Figure 1. Metal 1.
Drawn at 4 px/um. Supply wires on this layer in gray.
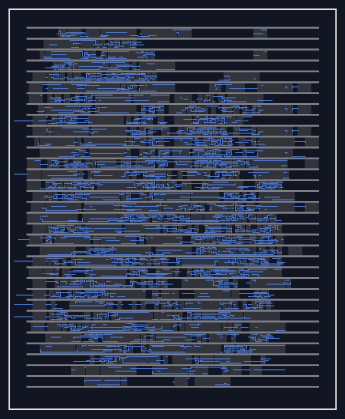
Figure 2. M2 wires.
Drawn at 4 px/um.
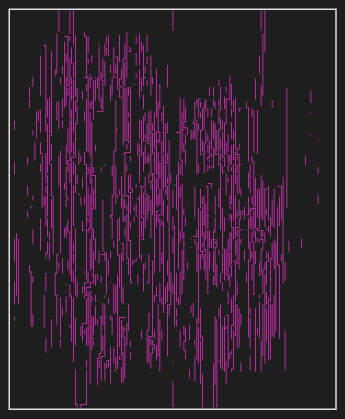
Figure 3. M3 wires.
Drawn at 6 px/um.
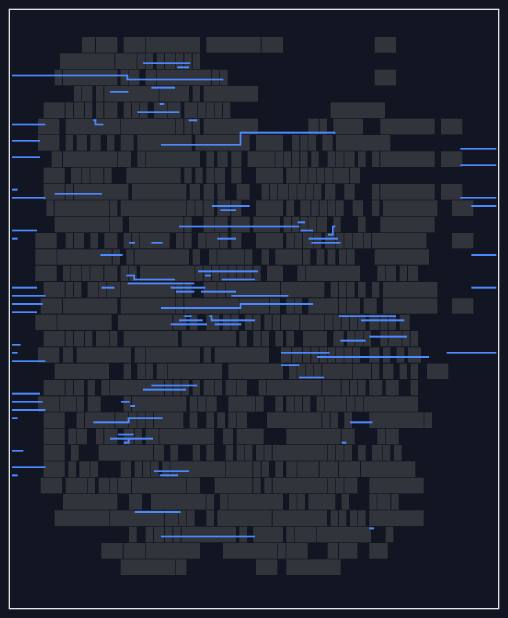
File: src/rtl/sevenseg_pkg.sv
// sevenseg_pkg
//   Shared constants for the seven-segment scanner.
//   - glyph_t      : 7-bit segment vector, bit order {g,f,e,d,c,b,a}
//   - SEG_BLANK    : pattern of a dark digit (active-high)
//   - GLYPH_TABLE  : 16-entry hex glyph table, entry n at bits [7n+6:7n]
//   - glyph_lookup : nibble -> glyph helper used by sevenseg_glyph
package sevenseg_pkg;

  localparam int SEG_W = 7;

  typedef logic [SEG_W-1:0] glyph_t;

  localparam glyph_t SEG_BLANK = 7'h00;

  // Packed so it can be part-selected with a run-time nibble.
  // Listed from F down to 0 so that entry 0 lands in the low bits.
  localparam logic [16*SEG_W-1:0] GLYPH_TABLE = {
    7'h71, 7'h79, 7'h5E, 7'h39,   // F E d C
    7'h7C, 7'h77, 7'h6F, 7'h7F,   // b A 9 8
    7'h07, 7'h7D, 7'h6D, 7'h66,   // 7 6 5 4
    7'h4F, 7'h5B, 7'h06, 7'h3F    // 3 2 1 0
  };

  function automatic glyph_t glyph_lookup(input logic [3:0] nibble);
    return GLYPH_TABLE[nibble*SEG_W +: SEG_W];
  endfunction

endpackage

File: src/rtl/sevenseg_glyph.sv
// sevenseg_glyph
//   Combinational hex nibble to seven-segment glyph decoder (active-high).
//   Ports:
//     nibble : in  [3:0] hex digit
//     glyph  : out [6:0] segments {g,f,e,d,c,b,a}
module sevenseg_glyph
  import sevenseg_pkg::*;
(
  input  logic [3:0] nibble,
  output glyph_t     glyph
);

  assign glyph = glyph_lookup(nibble);

endmodule

File: src/rtl/sevenseg_scan.sv
// sevenseg_scan
//   Time-multiplexed driver for NUM_DIGITS seven-segment digits.
//   A prescaler divides clk into digit slots of CLK_DIV cycles; each slot
//   starts with one all-off cycle to avoid ghosting, then shows one digit.
//   Display data is double-buffered: load fills a shadow register, and the
//   active register only takes the shadow at the end of a full scan.
//   Ports:
//     clk        : in  clock, all state on rising edge
//     rst        : in  asynchronous active-high reset
//     value      : in  [4*NUM_DIGITS-1:0] hex nibbles, nibble 0 = rightmost
//     dp         : in  [NUM_DIGITS-1:0] decimal point per digit
//     blank      : in  [NUM_DIGITS-1:0] force digit dark
//     load       : in  capture value/dp/blank into the shadow register
//     lz_en      : in  leading-zero suppression (used live)
//     seg        : out [6:0] segments {g,f,e,d,c,b,a}, registered
//     seg_dp     : out decimal point segment, registered
//     dig_en     : out [NUM_DIGITS-1:0] one-hot digit select, registered
//     frame_done : out one-cycle pulse after the last slot of a scan
module sevenseg_scan
  import sevenseg_pkg::*;
#(
  parameter int NUM_DIGITS     = 4,
  parameter int CLK_DIV        = 50000,
  parameter bit SEG_ACTIVE_LOW = 1'b0,
  parameter bit DIG_ACTIVE_LOW = 1'b0
)(
  input  logic                    clk,
  input  logic                    rst,
  input  logic [4*NUM_DIGITS-1:0] value,
  input  logic [NUM_DIGITS-1:0]   dp,
  input  logic [NUM_DIGITS-1:0]   blank,
  input  logic                    load,
  input  logic                    lz_en,
  output logic [6:0]              seg,
  output logic                    seg_dp,
  output logic [NUM_DIGITS-1:0]   dig_en,
  output logic                    frame_done
);

  localparam int CNT_W = (CLK_DIV > 1) ? $clog2(CLK_DIV) : 1;
  localparam int IDX_W = (NUM_DIGITS > 1) ? $clog2(NUM_DIGITS) : 1;
  localparam int VAL_W = 4 * NUM_DIGITS;

  localparam logic [CNT_W-1:0] CNT_LAST = CNT_W'(CLK_DIV - 1);
  localparam logic [IDX_W-1:0] IDX_LAST = IDX_W'(NUM_DIGITS - 1);

  // Polarity masks, applied only when loading the output registers.
  localparam logic [6:0]            SEG_POL = {7{SEG_ACTIVE_LOW}};
  localparam logic [NUM_DIGITS-1:0] DIG_POL = {NUM_DIGITS{DIG_ACTIVE_LOW}};

  // ---------------------------------------------------------------------
  // Prescaler and digit index
  // ---------------------------------------------------------------------
  logic [CNT_W-1:0] cnt_reg, cnt_next;
  logic [IDX_W-1:0] idx_reg, idx_next;
  logic             tick;
  logic             wrap_tick;

  assign tick      = (cnt_reg == CNT_LAST);
  assign wrap_tick = tick && (idx_reg == IDX_LAST);

  always_comb begin
    cnt_next = cnt_reg + 1'b1;
    if (tick) begin
      cnt_next = '0;
    end
  end

  always_comb begin
    idx_next = idx_reg;
    if (wrap_tick) begin
      idx_next = '0;
    end else if (tick) begin
      idx_next = idx_reg + 1'b1;
    end
  end

  always_ff @(posedge clk or posedge rst) begin
    if (rst) begin
      cnt_reg <= '0;
      idx_reg <= '0;
    end else begin
      cnt_reg <= cnt_next;
      idx_reg <= idx_next;
    end
  end

  // ---------------------------------------------------------------------
  // Shadow / active display buffers
  // ---------------------------------------------------------------------
  logic [VAL_W-1:0]      shadow_value_reg, active_value_reg;
  logic [NUM_DIGITS-1:0] shadow_dp_reg,    active_dp_reg;
  logic [NUM_DIGITS-1:0] shadow_blank_reg, active_blank_reg;

  always_ff @(posedge clk or posedge rst) begin
    if (rst) begin
      shadow_value_reg <= '0;
      shadow_dp_reg    <= '0;
      shadow_blank_reg <= '0;
    end else if (load) begin
      shadow_value_reg <= value;
      shadow_dp_reg    <= dp;
      shadow_blank_reg <= blank;
    end
  end

  // Frame-boundary swap. A load landing on the same edge would only reach
  // the shadow afterwards, so it is forwarded straight to the active copy;
  // otherwise that update would be a full frame late.
  always_ff @(posedge clk or posedge rst) begin
    if (rst) begin
      active_value_reg <= '0;
      active_dp_reg    <= '0;
      active_blank_reg <= '0;
    end else if (wrap_tick) begin
      if (load) begin
        active_value_reg <= value;
        active_dp_reg    <= dp;
        active_blank_reg <= blank;
      end else begin
        active_value_reg <= shadow_value_reg;
        active_dp_reg    <= shadow_dp_reg;
        active_blank_reg <= shadow_blank_reg;
      end
    end
  end

  // ---------------------------------------------------------------------
  // Per-digit view of the active buffer
  // ---------------------------------------------------------------------
  logic [3:0]            nibble_arr [NUM_DIGITS];
  logic [NUM_DIGITS-1:0] lz_dark;

  // A digit is a leading zero when it and every digit to its left are 0.
  // The rightmost digit always shows, so a value of zero still reads "0".
  generate
    for (genvar gi = 0; gi < NUM_DIGITS; gi++) begin : g_digit
      assign nibble_arr[gi] = active_value_reg[4*gi +: 4];
      if (gi == 0) begin : g_rightmost
        assign lz_dark[gi] = 1'b0;
      end else begin : g_upper
        assign lz_dark[gi] = lz_en && (active_value_reg[VAL_W-1:4*gi] == '0);
      end
    end
  endgenerate

  // ---------------------------------------------------------------------
  // Current digit decode
  // ---------------------------------------------------------------------
  logic [3:0]            cur_nibble;
  glyph_t                cur_glyph;
  logic                  cur_blank;
  logic                  cur_suppress;
  glyph_t                seg_raw;
  logic                  dp_raw;
  logic [NUM_DIGITS-1:0] dig_raw;

  assign cur_nibble   = nibble_arr[idx_reg];
  assign cur_blank    = active_blank_reg[idx_reg];
  assign cur_suppress = lz_dark[idx_reg];

  sevenseg_glyph u_glyph (
    .nibble (cur_nibble),
    .glyph  (cur_glyph)
  );

  // Blank kills the whole digit including its point; leading-zero
  // suppression only darkens the segments so a point can still mark it.
  assign seg_raw = (cur_blank || cur_suppress) ? SEG_BLANK : cur_glyph;
  assign dp_raw  = active_dp_reg[idx_reg] && !cur_blank;
  assign dig_raw = NUM_DIGITS'(1) << idx_reg;

  // ---------------------------------------------------------------------
  // Output registers
  // ---------------------------------------------------------------------
  // On the tick edge the index moves on, so the cycle that follows is
  // driven dark on every line; the new digit appears one cycle later with
  // matching segments because both come from the same idx_reg.
  glyph_t                seg_next;
  logic                  seg_dp_next;
  logic [NUM_DIGITS-1:0] dig_en_next;

  always_comb begin
    seg_next    = seg_raw;
    seg_dp_next = dp_raw;
    dig_en_next = dig_raw;
    if (tick) begin
      seg_next    = SEG_BLANK;
      seg_dp_next = 1'b0;
      dig_en_next = '0;
    end
  end

  logic [6:0]            seg_reg;
  logic                  seg_dp_reg;
  logic [NUM_DIGITS-1:0] dig_en_reg;
  logic                  frame_done_reg;

  always_ff @(posedge clk or posedge rst) begin
    if (rst) begin
      seg_reg        <= SEG_BLANK ^ SEG_POL;
      seg_dp_reg     <= SEG_ACTIVE_LOW;
      dig_en_reg     <= DIG_POL;
      frame_done_reg <= 1'b0;
    end else begin
      seg_reg        <= seg_next ^ SEG_POL;
      seg_dp_reg     <= seg_dp_next ^ SEG_ACTIVE_LOW;
      dig_en_reg     <= dig_en_next ^ DIG_POL;
      frame_done_reg <= wrap_tick;
    end
  end

  assign seg        = seg_reg;
  assign seg_dp     = seg_dp_reg;
  assign dig_en     = dig_en_reg;
  assign frame_done = frame_done_reg;

endmodule

File: config.mk
export PLATFORM = sky130hd
export DESIGN_NAME = sevenseg_scan
export DESIGN_NICKNAME = d
export VERILOG_FILES = /design/src/rtl/sevenseg_pkg.sv /design/src/rtl/sevenseg_glyph.sv /design/src/rtl/sevenseg_scan.sv
export SDC_FILE = /design/constraint.sdc
export NUM_CORES = 1
export LEC_CHECK = 0
export ABC_AREA = 1
export CORE_ASPECT_RATIO = 1.25
export CORE_MARGIN = 4
export CORE_UTILIZATION = 59
export CTS_CLUSTER_SIZE = 8
export DETAILED_ROUTE_END_ITERATION = 8
export PLACE_DENSITY = 0.93
export SYNTH_ARGS = -nofsm -noshare
export SYNTH_HDL_FRONTEND = slang
export SYNTH_HIERARCHICAL = 1
export SYNTH_SLANG_ARGS = --single-unit
File: constraint.sdc
create_clock -name clk -period 5.06 [get_ports clk]
set_input_delay 1.012 -clock clk [delete_from_list [all_inputs] [get_ports clk]]
set_output_delay 1.012 -clock clk [all_outputs]
set_load 0.02 [all_outputs]
==> run notes <==
impl run done, here's what came out: R2R depth 9, CTS H-tree depth 3, Die W 81.33 um, Setup crit end kind flip-flop, area grow syn2layout 15.21%, period utilization 0.4817, final cell count without fillers 625, worst r2r dst seg[1], number of max-slew violations in the final report 0, Detailed Routing Iterations Pass 1 5, Post-CTS Resized 0, Worst Setup SP idx_reg[0], setup TNS after final layout 0 ns, chip area roughly 8000 um2, relative slew slack 0.3284, first-pass GRT wire length 14020 um, Core ar. 6565 um2, Clock Power Share 0.395, Finish-stage setup viols 0, critical path type reg2reg, Arr. time, crit path 2.73 ns, r2r setup slk 2.62 ns, worst reg2reg path startpoint idx_reg[0], Final WS setup 2.623 ns, cell type with the largest total area dfrtp_1, count leader, synth nand2_1, maximum vdd drop 0.2369 mV, Comb power frac 0.051, Commonest Layout Cell nand2_1, Crit path buffers/inverters 2, CTS tree yes, yosys cell count 500, Post-CTS Setup Repair Bufs 0, total power 0.001180 W, cts bufs inserted 9, outcome finished clean, CP Launch Type flip-flop
-- Figure 1 (at the start) --
share of all routed wire: 40%
longest straight run: 21.6 um

-- Figure 2 (at the start) --
share of all routed wire: 51%
nets with wire on the layer: 438
longest straight run: 37.6 um

-- Figure 3 (at the start) --
wire length on this layer: 500 um
nets with wire on the layer: 69
main direction: horizontal

-- logic make-up (layout without fill, tap and decap cells) --
family                     after synthesis  in the layout  share of synthesized area
DFF                                     79             79                     0.4986
buffers and inverters                   88            126                    0.09372
xor gates and xnor gates                 4              4                   0.008835
and+or+nand+nor                        271            271                     0.3010
AOI/OAI and AO/OA                       46             46                    0.05996
adders and majority gates               12             12                    0.03787
-- power groups by stage --
stage	Combinational [W]	Clock (W)	Sequential [W]
finish	0.0000604	0.000466	0.000653
global route	0.0000702	0.000492	0.000654
CTS	0.0000616	0.000470	0.000653
detailed placement	0.0000610	0	0.000666
global placement	0.0000586	0	0.000664
floorplan	0.0000312	0	0.000664
-- area by class of cell --
class / count / share of cell area
Multi-Input combinational cell: 333 / 0.3539
Clock buffer: 9 / 0.02712
Timing Repair Buffer: 42 / 0.09093
Tap cell: 87 / 0.02383
Sequential cell: 79 / 0.4328
Inverter: 68 / 0.05615
Clock inverter: 7 / 0.01534
-- per-layer routing --
metal,track usage,part of all wire
met5,0,0
met4,0.1274,0.029
met2,0.3808,0.51
met1,0.2588,0.40
met3,0.04257,0.061
-- how the worst min path moves through the flow --
| stage | start | end | cells after the start |
|---|---|---|---|
| after floorplan | active_dp_reg[1] | active_dp_reg[1] | 2 |
| after global placement | active_blank_reg[1] | active_blank_reg[1] | 2 |
| after detailed placement | active_dp_reg[1] | active_dp_reg[1] | 2 |
| after CTS | active_dp_reg[0] | active_dp_reg[0] | 2 |
| after global routing | active_dp_reg[0] | active_dp_reg[0] | 2 |
| final | active_dp_reg[0] | active_dp_reg[0] | 2 |
Power is estimated from default activity; no workload was simulated.
